<file path="src/rtl/cal_seq.sv">
// Calibration sequencer: programmable ON/GAP window train with a fixed settle
// period, driving the downstream CAL stage through load/start/para.
module cal_seq (
   input  logic        clk_sys,
   input  logic        rst_n,
   input  logic        wr_en,
   input  logic [1:0]  wr_addr,
   input  logic [15:0] wr_data,
   input  logic        go,
   input  logic        abort,
   output logic [5:0]  cal_para,
   output logic        cal_load,
   output logic        cal_start,
   output logic        busy,
   output logic        done,
   output logic        err
);

   typedef enum logic [2:0] {
      IDLE,
      LOAD,
      SETTLE,
      ON,
      GAP,
      FIN
   } state_t;

   localparam logic [15:0] SETTLE_LAST = 16'd3;

   state_t      state;
   state_t      state_nxt;

   logic [5:0]  para_reg;
   logic [15:0] on_len_reg;
   logic [15:0] gap_len_reg;
   logic [7:0]  rpt_reg;

   logic [15:0] w_on_len;
   logic [15:0] w_gap_len;
   logic [7:0]  rem;
   logic [15:0] cnt;

   logic [15:0] cnt_nxt;
   logic [7:0]  rem_nxt;
   logic        go_idle;
   logic        start_ok;
   logic        reject;
   logic        reg_wr;

   // abort in IDLE suppresses both acceptance and rejection of go
   assign go_idle  = (state == IDLE) && go && !abort;
   assign start_ok = go_idle && (on_len_reg != 16'd0) && (rpt_reg != 8'd0);
   assign reject   = go_idle && ((on_len_reg == 16'd0) || (rpt_reg == 8'd0));
   assign reg_wr   = wr_en && (state == IDLE);

   always_ff @(posedge clk_sys or negedge rst_n) begin
      if (!rst_n) begin
         state <= IDLE;
      end else begin
         state <= state_nxt;
      end
   end

   // cnt holds cycles remaining minus one in the current timed state
   always_comb begin
      state_nxt = state;
      cnt_nxt   = cnt;
      rem_nxt   = rem;
      case (state)
         IDLE: begin
            if (start_ok) begin
               state_nxt = LOAD;
               rem_nxt   = rpt_reg;
            end
         end
         LOAD: begin
            state_nxt = SETTLE;
            cnt_nxt   = SETTLE_LAST;
         end
         SETTLE: begin
            if (cnt == 16'd0) begin
               state_nxt = ON;
               cnt_nxt   = w_on_len - 16'd1;
            end else begin
               cnt_nxt = cnt - 16'd1;
            end
         end
         ON: begin
            if (cnt == 16'd0) begin
               rem_nxt = rem - 8'd1;
               if (rem == 8'd1) begin
                  state_nxt = FIN;
               end else if (w_gap_len != 16'd0) begin
                  state_nxt = GAP;
                  cnt_nxt   = w_gap_len - 16'd1;
               end else begin
                  cnt_nxt = w_on_len - 16'd1;
               end
            end else begin
               cnt_nxt = cnt - 16'd1;
            end
         end
         GAP: begin
            if (cnt == 16'd0) begin
               state_nxt = ON;
               cnt_nxt   = w_on_len - 16'd1;
            end else begin
               cnt_nxt = cnt - 16'd1;
            end
         end
         FIN: begin
            state_nxt = IDLE;
         end
         default: begin
            state_nxt = IDLE;
         end
      endcase
      if (abort && (state != IDLE)) begin
         state_nxt = IDLE;
      end
   end

   always_ff @(posedge clk_sys or negedge rst_n) begin
      if (!rst_n) begin
         para_reg    <= 6'd0;
         on_len_reg  <= 16'd0;
         gap_len_reg <= 16'd0;
         rpt_reg     <= 8'd0;
      end else if (reg_wr) begin
         case (wr_addr)
            2'd0:    para_reg    <= wr_data[5:0];
            2'd1:    on_len_reg  <= wr_data;
            2'd2:    gap_len_reg <= wr_data;
            default: rpt_reg     <= wr_data[7:0];
         endcase
      end
   end

   // working copies are captured from the pre-write register values on go
   always_ff @(posedge clk_sys or negedge rst_n) begin
      if (!rst_n) begin
         w_on_len  <= 16'd0;
         w_gap_len <= 16'd0;
         cal_para  <= 6'd0;
         cnt       <= 16'd0;
         rem       <= 8'd0;
         err       <= 1'b0;
      end else begin
         cnt <= cnt_nxt;
         rem <= rem_nxt;
         err <= reject;
         if (start_ok) begin
            w_on_len  <= on_len_reg;
            w_gap_len <= gap_len_reg;
            cal_para  <= para_reg;
         end
      end
   end

   assign cal_load  = (state == LOAD);
   assign cal_start = (state == ON);
   assign done      = (state == FIN);
   assign busy      = (state != IDLE);

endmodule
</file>
<file path="config.mk">
export PLATFORM = sky130hd
export DESIGN_NAME = cal_seq
export DESIGN_NICKNAME = d
export VERILOG_FILES = /design/src/rtl/cal_seq.sv
export SDC_FILE = /design/constraint.sdc
export NUM_CORES = 1
export LEC_CHECK = 0
export CAP_MARGIN = 20
export CORE_MARGIN = 3
export CORE_UTILIZATION = 64
export DETAILED_ROUTE_END_ITERATION = 6
export GPL_ROUTABILITY_DRIVEN = 1
export PLACE_DENSITY = 0.94
export RECOVER_POWER = 50
export SYNTH_ARGS = -nofsm -noshare
export SYNTH_HDL_FRONTEND = slang
export SYNTH_SLANG_ARGS = --single-unit
export TNS_END_PERCENT = 50
</file>
<file path="constraint.sdc">
create_clock -name clk_sys -period 5.8 [get_ports clk_sys]
set_input_delay 0.58 -clock clk_sys [delete_from_list [all_inputs] [get_ports clk_sys]]
set_output_delay 0.58 -clock clk_sys [all_outputs]
set_load 0.005 [all_outputs]
</file>
**Met1 routing**

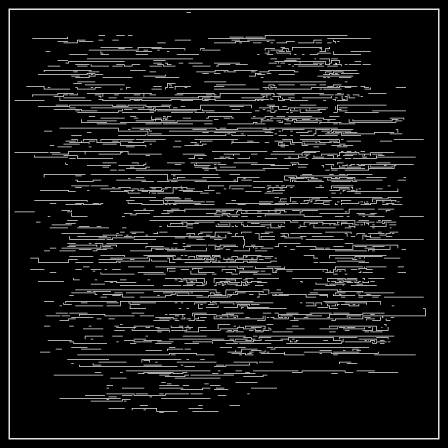
main direction: horizontal
longest straight run: 33.1 um
wire length after detailed routing: 12.68 mm
number of vias in the routed layout: 4220
met1 demand-to-capacity share in global routing: 0.3482

**Signal wires on met4**

Scale bar: 20 um.
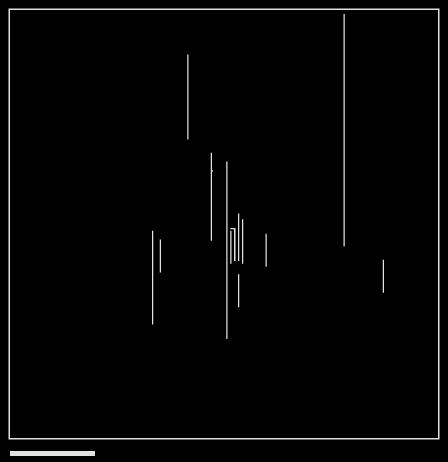
longest straight run: 54.4 um
wire length on this layer: 225 um
share of all routed wire: 1.8%
nets with wire on the layer: 11

**Routing congestion**

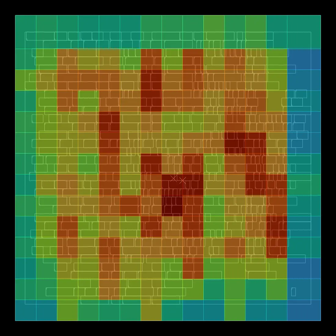
met3 Use GR: 0.04567
final cell utilization of the core: 0.7465
GRT Resource Usage Total: 0.2546
met2 usage: 0.4233

==> run summary <==
Observations from the implementation run.

Status:
- The flow ran to the end, but the final reports show violations.
- The final reports fail on DRC, capacitance limit, slew limit.

Yosys:
- The run puts the count of cell types in the netlist at 57.
- Among all flip-flop cells after synthesis, the most frequent one is sky130_fd_sc_hd__dfrtp_1.
- The run gives the mean instance size in the synthesized netlist as 11.42 um^2.
- The run gives the number of nets produced by synthesis as 533.
- The run puts the number of instances in the synthesized netlist at 503.
- The run gives the post-synthesis simple-gate area fraction as 0.1673.
- Summed over all instances, the cell type with the most area after synthesis is sky130_fd_sc_hd__dfrtp_1.
- The cell-mix breakdown from Yosys lists the XOR/XNOR area share as 0.05337.
- The run gives the share of the synthesized area in the top cell type as 0.4879.
- The Yosys step of the flow raised 0 warnings.

Placed design:
- The run gives the cell count after placement as 624.
- The run gives the setup slack after placement as 2645 ps.
- The run gives the half-perimeter wire length after detailed placement as 8.817 mm.
- The run puts the total of buffers placed on input and output ports at 33.
- The run puts the final weighted congestion of routability-driven global placement at 0.8369.

Cells and area:
- The run puts the number of non-filler instances in the completed layout at 640.
- The run gives the inverter tally of the final layout excluding the clock network as 10.
- Multi-input combinational cells in the finished layout were counted as 362.
- The run gives the non-clock buffer share of cell area as 0.05505.
- The run puts the total of fill cells in the finished design at 532.
- The run puts the final-layout clock buffer total at 9.
- The run gives the share of cells above drive strength 1 as 0.2336.
- The fraction of cell area in sequential cells is reported as 0.4436.
- Per the layout report, the design carries 36 non-clock buffers.
- 0 antenna diodes ended up in the layout.

Routing:
- Signal nets in the final route climb as high as met4.
- In the log, the iteration count for the first detailed-route pass is 7.
- The run puts the post-route met1 wirelength at 5.403 mm.
- The run puts the met2 layer wire length in the routed design at 6.290 mm.
- TritonRoute output was used to compute an average wire per cell of 19.81 um.
- After detailed routing, the number of remaining DRC violations is 3.

CTS:
- The root buffer cell chosen for the clock tree is sky130_fd_sc_hd__clkbuf_8.
- Once the clock tree was built, the resizer swapped 0 gates to a different size.
- The tree built by TritonCTS fans out to 112 sinks.

Setup path:
- The run puts the endpoint arrival time on the critical path at 3900 ps.
- The worst setup path is launched from an input pin.
- Per the post-run analysis, buffers plus inverters along the critical path come to 2.
- The critical path in this run is classified as input pin to async pin.
- STA classifies the critical path endpoint as an async pin.
- The run gives the logic depth of the worst setup path including buffers as 2.
- The timing report attributes the biggest portion of critical-path delay to buffers and inverters.
- Data on the critical path is required at its endpoint by 6060 ps.

Timing:
- The run puts the worst setup slack after layout at 2155 ps.
- The final max-slew violation count recorded for this run is 56.
- Setup repair after global routing left no endpoint under its margin.
- The run gives the worst hold slack as 512.0 ps.
- The run gives the final worst-path cycle share as 0.6284.

Worst hold path:
- The launch point of the worst min-delay path is recorded as gap_len_reg[12]$_DFFE_PN0P_.

Power and ir drop:
- The run gives the part of the total power dissipated in combinational logic as 0.417.
- The run gives the internal cell power as 2.017 mW.
- The run gives the net load switching power as 1.432 mW.
- The run puts the leakage power total at 2.566 nW.
- Of the total power, the share spent switching nets is 0.4152.

Floorplan:
- Per the OpenROAD floorplan log, the width of the die is 100.7 um.

Global route:
- The run puts the number of global-route vias before repair at 4109.
- Recorded from the global router log, the overflow total was 0.

Flow run:
- The run gives the number of warning messages in the logs as 30.
- The run gives the reported max-cap violation count as 1.
No activity file was given, so power comes from the tool's default toggle rates.
